==> images/layer_met2.png <==
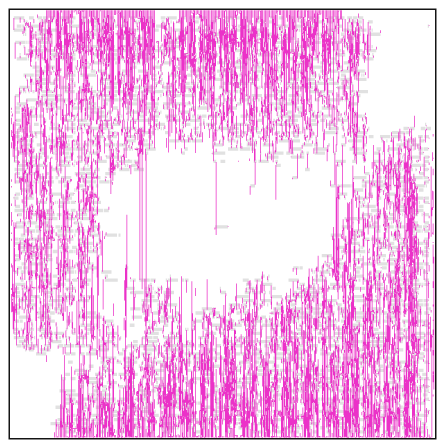
==> images/congestion.png <==
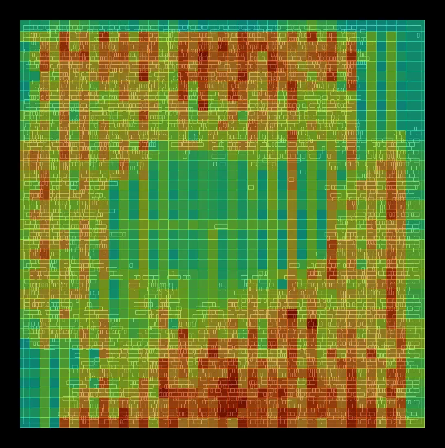
==> images/layer_met1.png <==
Supply wires on this layer in gray.
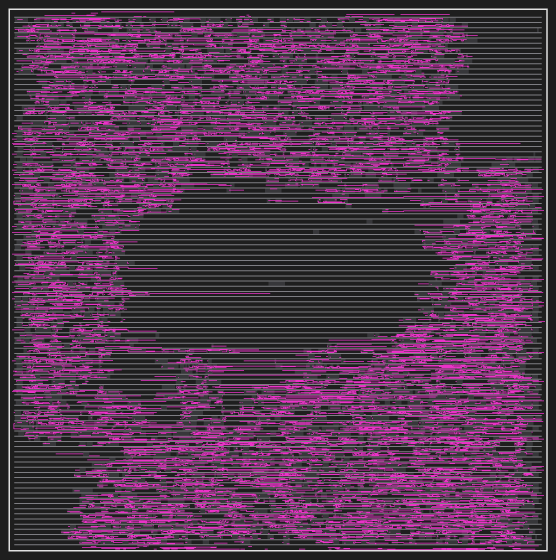
==> images/flops_by_reg.png <==
Other sequential cells in the stronger gray, the rest of the logic in the fainter gray.
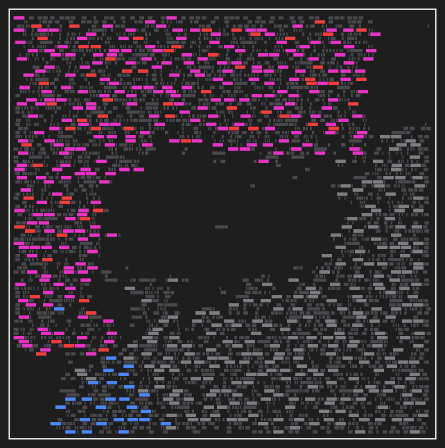
[src/rtl/cacheline_adapter_pkg.sv]
// Shared types and constants for cacheline_adapter: FSM state encoding,
// line/beat geometry and the burst address alignment helper.
package cacheline_adapter_types;

    localparam int LINE_W      = 256;
    localparam int BURST_W     = 64;
    localparam int BURST_BEATS = 4;
    localparam int ADDR_W      = 32;

    localparam logic [1:0] LAST_BEAT = 2'(BURST_BEATS - 1);

    typedef enum logic [1:0] {
        ST_IDLE  = 2'd0,
        ST_READ  = 2'd1,
        ST_WRITE = 2'd2,
        ST_DONE  = 2'd3
    } state_e;

    // A burst always starts on a 32-byte line boundary.
    function automatic logic [ADDR_W-1:0] line_align(input logic [ADDR_W-1:0] addr);
        return {addr[ADDR_W-1:5], 5'b00000};
    endfunction

endpackage

[src/rtl/cacheline_adapter.sv]
// Converts 256-bit cache line requests into 4-beat 64-bit memory bursts.
// Optional burst counters are built when CACHELINE_ADAPTER_PERF_EN is defined.
module cacheline_adapter
    import cacheline_adapter_types::*;
(
    input  logic               clk,
    input  logic               rst,
    input  logic [LINE_W-1:0]  line_i,
    output logic [LINE_W-1:0]  line_o,
    input  logic [ADDR_W-1:0]  address_i,
    input  logic               read_i,
    input  logic               write_i,
    output logic               resp_o,
    input  logic [BURST_W-1:0] burst_i,
    output logic [BURST_W-1:0] burst_o,
    output logic [ADDR_W-1:0]  address_o,
    output logic               read_o,
    output logic               write_o,
    input  logic               resp_i
`ifdef CACHELINE_ADAPTER_PERF_EN
    ,
    output logic [31:0]        rd_bursts_o,
    output logic [31:0]        wr_bursts_o
`endif
);

    state_e             state_q, state_d;
    logic [1:0]         cnt_q, cnt_d;
    logic [ADDR_W-1:0]  addr_q, addr_d;
    logic [LINE_W-1:0]  wline_q, wline_d;
    logic [LINE_W-1:0]  line_q, line_d;
    logic [BURST_W-1:0] burst_q, burst_d;
    logic               read_q, read_d;
    logic               write_q, write_d;
    logic               resp_q, resp_d;

    // Next-state, datapath and output decode; outputs are registered from the next state.
    always_comb begin
        state_d = state_q;
        cnt_d   = cnt_q;
        addr_d  = addr_q;
        wline_d = wline_q;
        line_d  = line_q;

        case (state_q)
            ST_IDLE: begin
                if (write_i) begin
                    state_d = ST_WRITE;
                    addr_d  = line_align(address_i);
                    wline_d = line_i;
                    cnt_d   = 2'd0;
                end else if (read_i) begin
                    state_d = ST_READ;
                    addr_d  = line_align(address_i);
                    cnt_d   = 2'd0;
                end else begin
                    state_d = ST_IDLE;
                end
            end
            ST_READ: begin
                if (resp_i) begin
                    line_d[BURST_W*cnt_q +: BURST_W] = burst_i;
                    cnt_d = cnt_q + 2'd1;
                    if (cnt_q == LAST_BEAT) begin
                        state_d = ST_DONE;
                    end else begin
                        state_d = ST_READ;
                    end
                end else begin
                    state_d = ST_READ;
                end
            end
            ST_WRITE: begin
                if (resp_i) begin
                    cnt_d = cnt_q + 2'd1;
                    if (cnt_q == LAST_BEAT) begin
                        state_d = ST_DONE;
                    end else begin
                        state_d = ST_WRITE;
                    end
                end else begin
                    state_d = ST_WRITE;
                end
            end
            ST_DONE: begin
                // Requests are only re-sampled from IDLE.
                state_d = ST_IDLE;
            end
            default: begin
                state_d = ST_IDLE;
            end
        endcase

        read_d  = (state_d == ST_READ);
        write_d = (state_d == ST_WRITE);
        resp_d  = (state_d == ST_DONE);
        burst_d = wline_d[BURST_W*cnt_d +: BURST_W];
    end

    // State and output registers with synchronous reset.
    always_ff @(posedge clk) begin
        if (rst) begin
            state_q <= ST_IDLE;
            cnt_q   <= 2'd0;
            addr_q  <= {ADDR_W{1'b0}};
            wline_q <= {LINE_W{1'b0}};
            line_q  <= {LINE_W{1'b0}};
            burst_q <= {BURST_W{1'b0}};
            read_q  <= 1'b0;
            write_q <= 1'b0;
            resp_q  <= 1'b0;
        end else begin
            state_q <= state_d;
            cnt_q   <= cnt_d;
            addr_q  <= addr_d;
            wline_q <= wline_d;
            line_q  <= line_d;
            burst_q <= burst_d;
            read_q  <= read_d;
            write_q <= write_d;
            resp_q  <= resp_d;
        end
    end

    assign line_o    = line_q;
    assign burst_o   = burst_q;
    assign address_o = addr_q;
    assign read_o    = read_q;
    assign write_o   = write_q;
    assign resp_o    = resp_q;

`ifdef CACHELINE_ADAPTER_PERF_EN
    logic [31:0] rd_bursts_q;
    logic [31:0] wr_bursts_q;

    // Saturating counts of completed read and write bursts.
    always_ff @(posedge clk) begin
        if (rst) begin
            rd_bursts_q <= 32'd0;
            wr_bursts_q <= 32'd0;
        end else begin
            if ((state_q == ST_READ) && (state_d == ST_DONE) && (rd_bursts_q != 32'hFFFF_FFFF)) begin
                rd_bursts_q <= rd_bursts_q + 32'd1;
            end else begin
                rd_bursts_q <= rd_bursts_q;
            end
            if ((state_q == ST_WRITE) && (state_d == ST_DONE) && (wr_bursts_q != 32'hFFFF_FFFF)) begin
                wr_bursts_q <= wr_bursts_q + 32'd1;
            end else begin
                wr_bursts_q <= wr_bursts_q;
            end
        end
    end

    assign rd_bursts_o = rd_bursts_q;
    assign wr_bursts_o = wr_bursts_q;
`endif

endmodule
[config.mk]
export PLATFORM = sky130hd
export DESIGN_NAME = cacheline_adapter
export DESIGN_NICKNAME = d
export VERILOG_FILES = /design/src/rtl/cacheline_adapter_pkg.sv /design/src/rtl/cacheline_adapter.sv
export SDC_FILE = /design/constraint.sdc
export NUM_CORES = 1
export LEC_CHECK = 0
export ABC_AREA = 1
export ABC_CLOCK_PERIOD_IN_PS = 7250
export CAP_MARGIN = 20
export CORE_AREA = 2 2 280 282
export DETAILED_ROUTE_END_ITERATION = 10
export DIE_AREA = 0 0 282 284
export SLEW_MARGIN = 20
export SYNTH_ARGS = -nofsm -noshare
export SYNTH_HDL_FRONTEND = slang
export SYNTH_SLANG_ARGS = --single-unit
[constraint.sdc]
create_clock -name clk -period 7.25 [get_ports clk]
set_clock_uncertainty 0.05 [all_clocks]
set_input_delay 2.175 -clock clk [delete_from_list [all_inputs] [get_ports clk]]
set_output_delay 2.175 -clock clk [all_outputs]
set_load 0.01 [all_outputs]
==> flow_summary.json <==
{
  "vdd_drop_max_uv": 173.9,
  "min_path_cells": 2,
  "period_minus_slack_ps": 4948,
  "dp_slack_ps": 1697,
  "path_cells": "clkdlybuf4s50_1, nor2_2, nand2_1, nand3_4, nand2_8, buf_4, nand2_1, nand3_1, a21oi_1",
  "placedCellCount": 4726,
  "clock_path_buffers": 3,
  "startpoint_type": "primary input",
  "io_pins": 712,
  "relSlewSlack_pct": 29.10,
  "place_hpwl_um": 61930,
  "power_density_nw_per_um2": 256.7,
  "hold_viol": 0,
  "syn_inst": 3216,
  "p_leak_uw": 0.01331,
  "maxCapViolations": 0,
  "yosysCellCount": 3216,
  "max_freq_mhz": 202.1,
  "syn_area_per_cell_um2": 7.564,
  "cp.required_ps": 7610,
  "cts_tree": "yes",
  "via_per_inst": 4.820,
  "min_path_type": "flip-flop to flip-flop",
  "finalSetupTns_ps": 0,
  "slew_violations": 0,
  "max_stage_delay_ps": 690,
  "hp-start": "line_o[139]",
  "async_flop_share_pct": 0,
  "crit_top_cell": "nand2_1",
  "antenna_found_initial": 24,
  "outcome": "finished clean",
  "top_area_share_pct": 50.20,
  "grt_pass1_wl_um": 137900,
  "core_region_area_um2": 76960,
  "num_vias": 23400,
  "postCtsHoldBufs": 0,
  "common_cells": "nand2_1, dfxtp_1, nor2_1",
  "drtIter0Drc": 1699,
  "initial_core_util_pct": 31.61
}
Notes on layer_met2.png above:
- nets with wire on the layer: 3198
- longest straight run: 103 um
- main direction: vertical
- share of all routed wire: 49%

Notes on congestion.png above:
met2 usage: 37.41%
grt met1 use: 26.90%
final core occ: 44.29%
routed len/inst: 19.11 um

Notes on layer_met1.png above:
- wire length on this layer: 37.6 mm
- main direction: horizontal
- nets with wire on the layer: 3785

Notes on flops_by_reg.png above:
- `wline_q`: magenta (sequential cells 256)
- `burst_o`: red (sequential cells 64)
- `address_o`: blue (sequential cells 27; where south-west)
- not colored: 263

-- area by class of cell --
class                           count  share of cell area, %
Sequential cell                   610                  35.83
Multi-Input combinational cell   2099                  29.52
Timing Repair Buffer              732                  21.43
Clock buffer                       99                  6.002
Tap cell                         1040                  3.818
Inverter                          245                  2.713
Clock inverter                     19                 0.6057
Antenna cell                       10                0.07342
-- worst max path at each step --
stage / to / slack (ps) / cells past startpoint / from
floorplan: burst_o[10] / 3970 / 10 / write_i
global placement: burst_o[11] / 1700 / 9 / write_i
detailed placement: burst_o[8] / 1700 / 9 / write_i
CTS: burst_o[8] / 2320 / 9 / write_i
global route: burst_o[17] / 2120 / 9 / write_i
finish: burst_o[17] / 2300 / 9 / write_i
-- metal layers --
metal | vias to the layer above | track usage (%) | part of all wire, %
li1 | 11600 | - | -
met2 | 692 | 37.41 | 49
met1 | 10910 | 26.90 | 41
met5 | - | 0 | 0.17
met3 | 168 | 5.747 | 7.2
met4 | 26 | 8.803 | 3.3
-- through the flow --
| step | power, uW | area, um^2 |
|---|---|---|
| 6_report | 8747 | 34080 |
| 5_1_grt | 9160 | 34080 |
| 4_1_cts | 8835 | 34060 |
| 3_5_place_dp | 5308 | 31800 |
| 3_3_place_gp | 5295 | 31800 |
| 2_1_floorplan | 4633 | 24340 |
-- placed cells by master (no fill, tap or decap), drive strengths merged --
master and count:
clkdlybuf4s50 700, nand2 620, dfxtp 610, nor2 340, nand3 272, o21ai 269
a21oi 264, inv 245, or2 104, clkbuf 99, a31oi 76, a211oi 76
nand4 42, buf 32, mux2i 18, clkinv 15, diode 10, ha 9
conb 5, nor3 4, clkinvlp 2, bufinv 2
-- flip-flops by register name, summed over array words and instances, names as in the netlist --
register   cells
address_o     27
burst_o       64
cnt_q          2
line_o       256
read_o         1
resp_o         1
state_q        2
wline_q      256
write_o        1
-- logic make-up after synthesis --
| family | share of synthesized area [%] |
|---|---|
| simple gates | 24.42 |
| mux | 0.7407 |
| compound gates | 15.34 |
| buf+inv | 8.816 |
| flops | 50.20 |
| other cells | 0.01542 |
| fa+ha+maj | 0.4629 |
-- critical path, delay by kind of cell --
kind | cells | cell delay (ps)
buffers and inverters | 2 | 1330
and+or+nand+nor | 6 | 1620
AOI/OAI and AO/OA | 1 | 90
-- report_power, final --
group	internal (uW)	switching [uW]	leakage (uW)	total (uW)
Sequential	3610	75.6	0.00499	3690
Combinational	638	911	0.00721	1550
Clock	2040	1470	0.00110	3510
Total	6300	2450	0.0133	8750
Power and IR drop assume default switching activity.
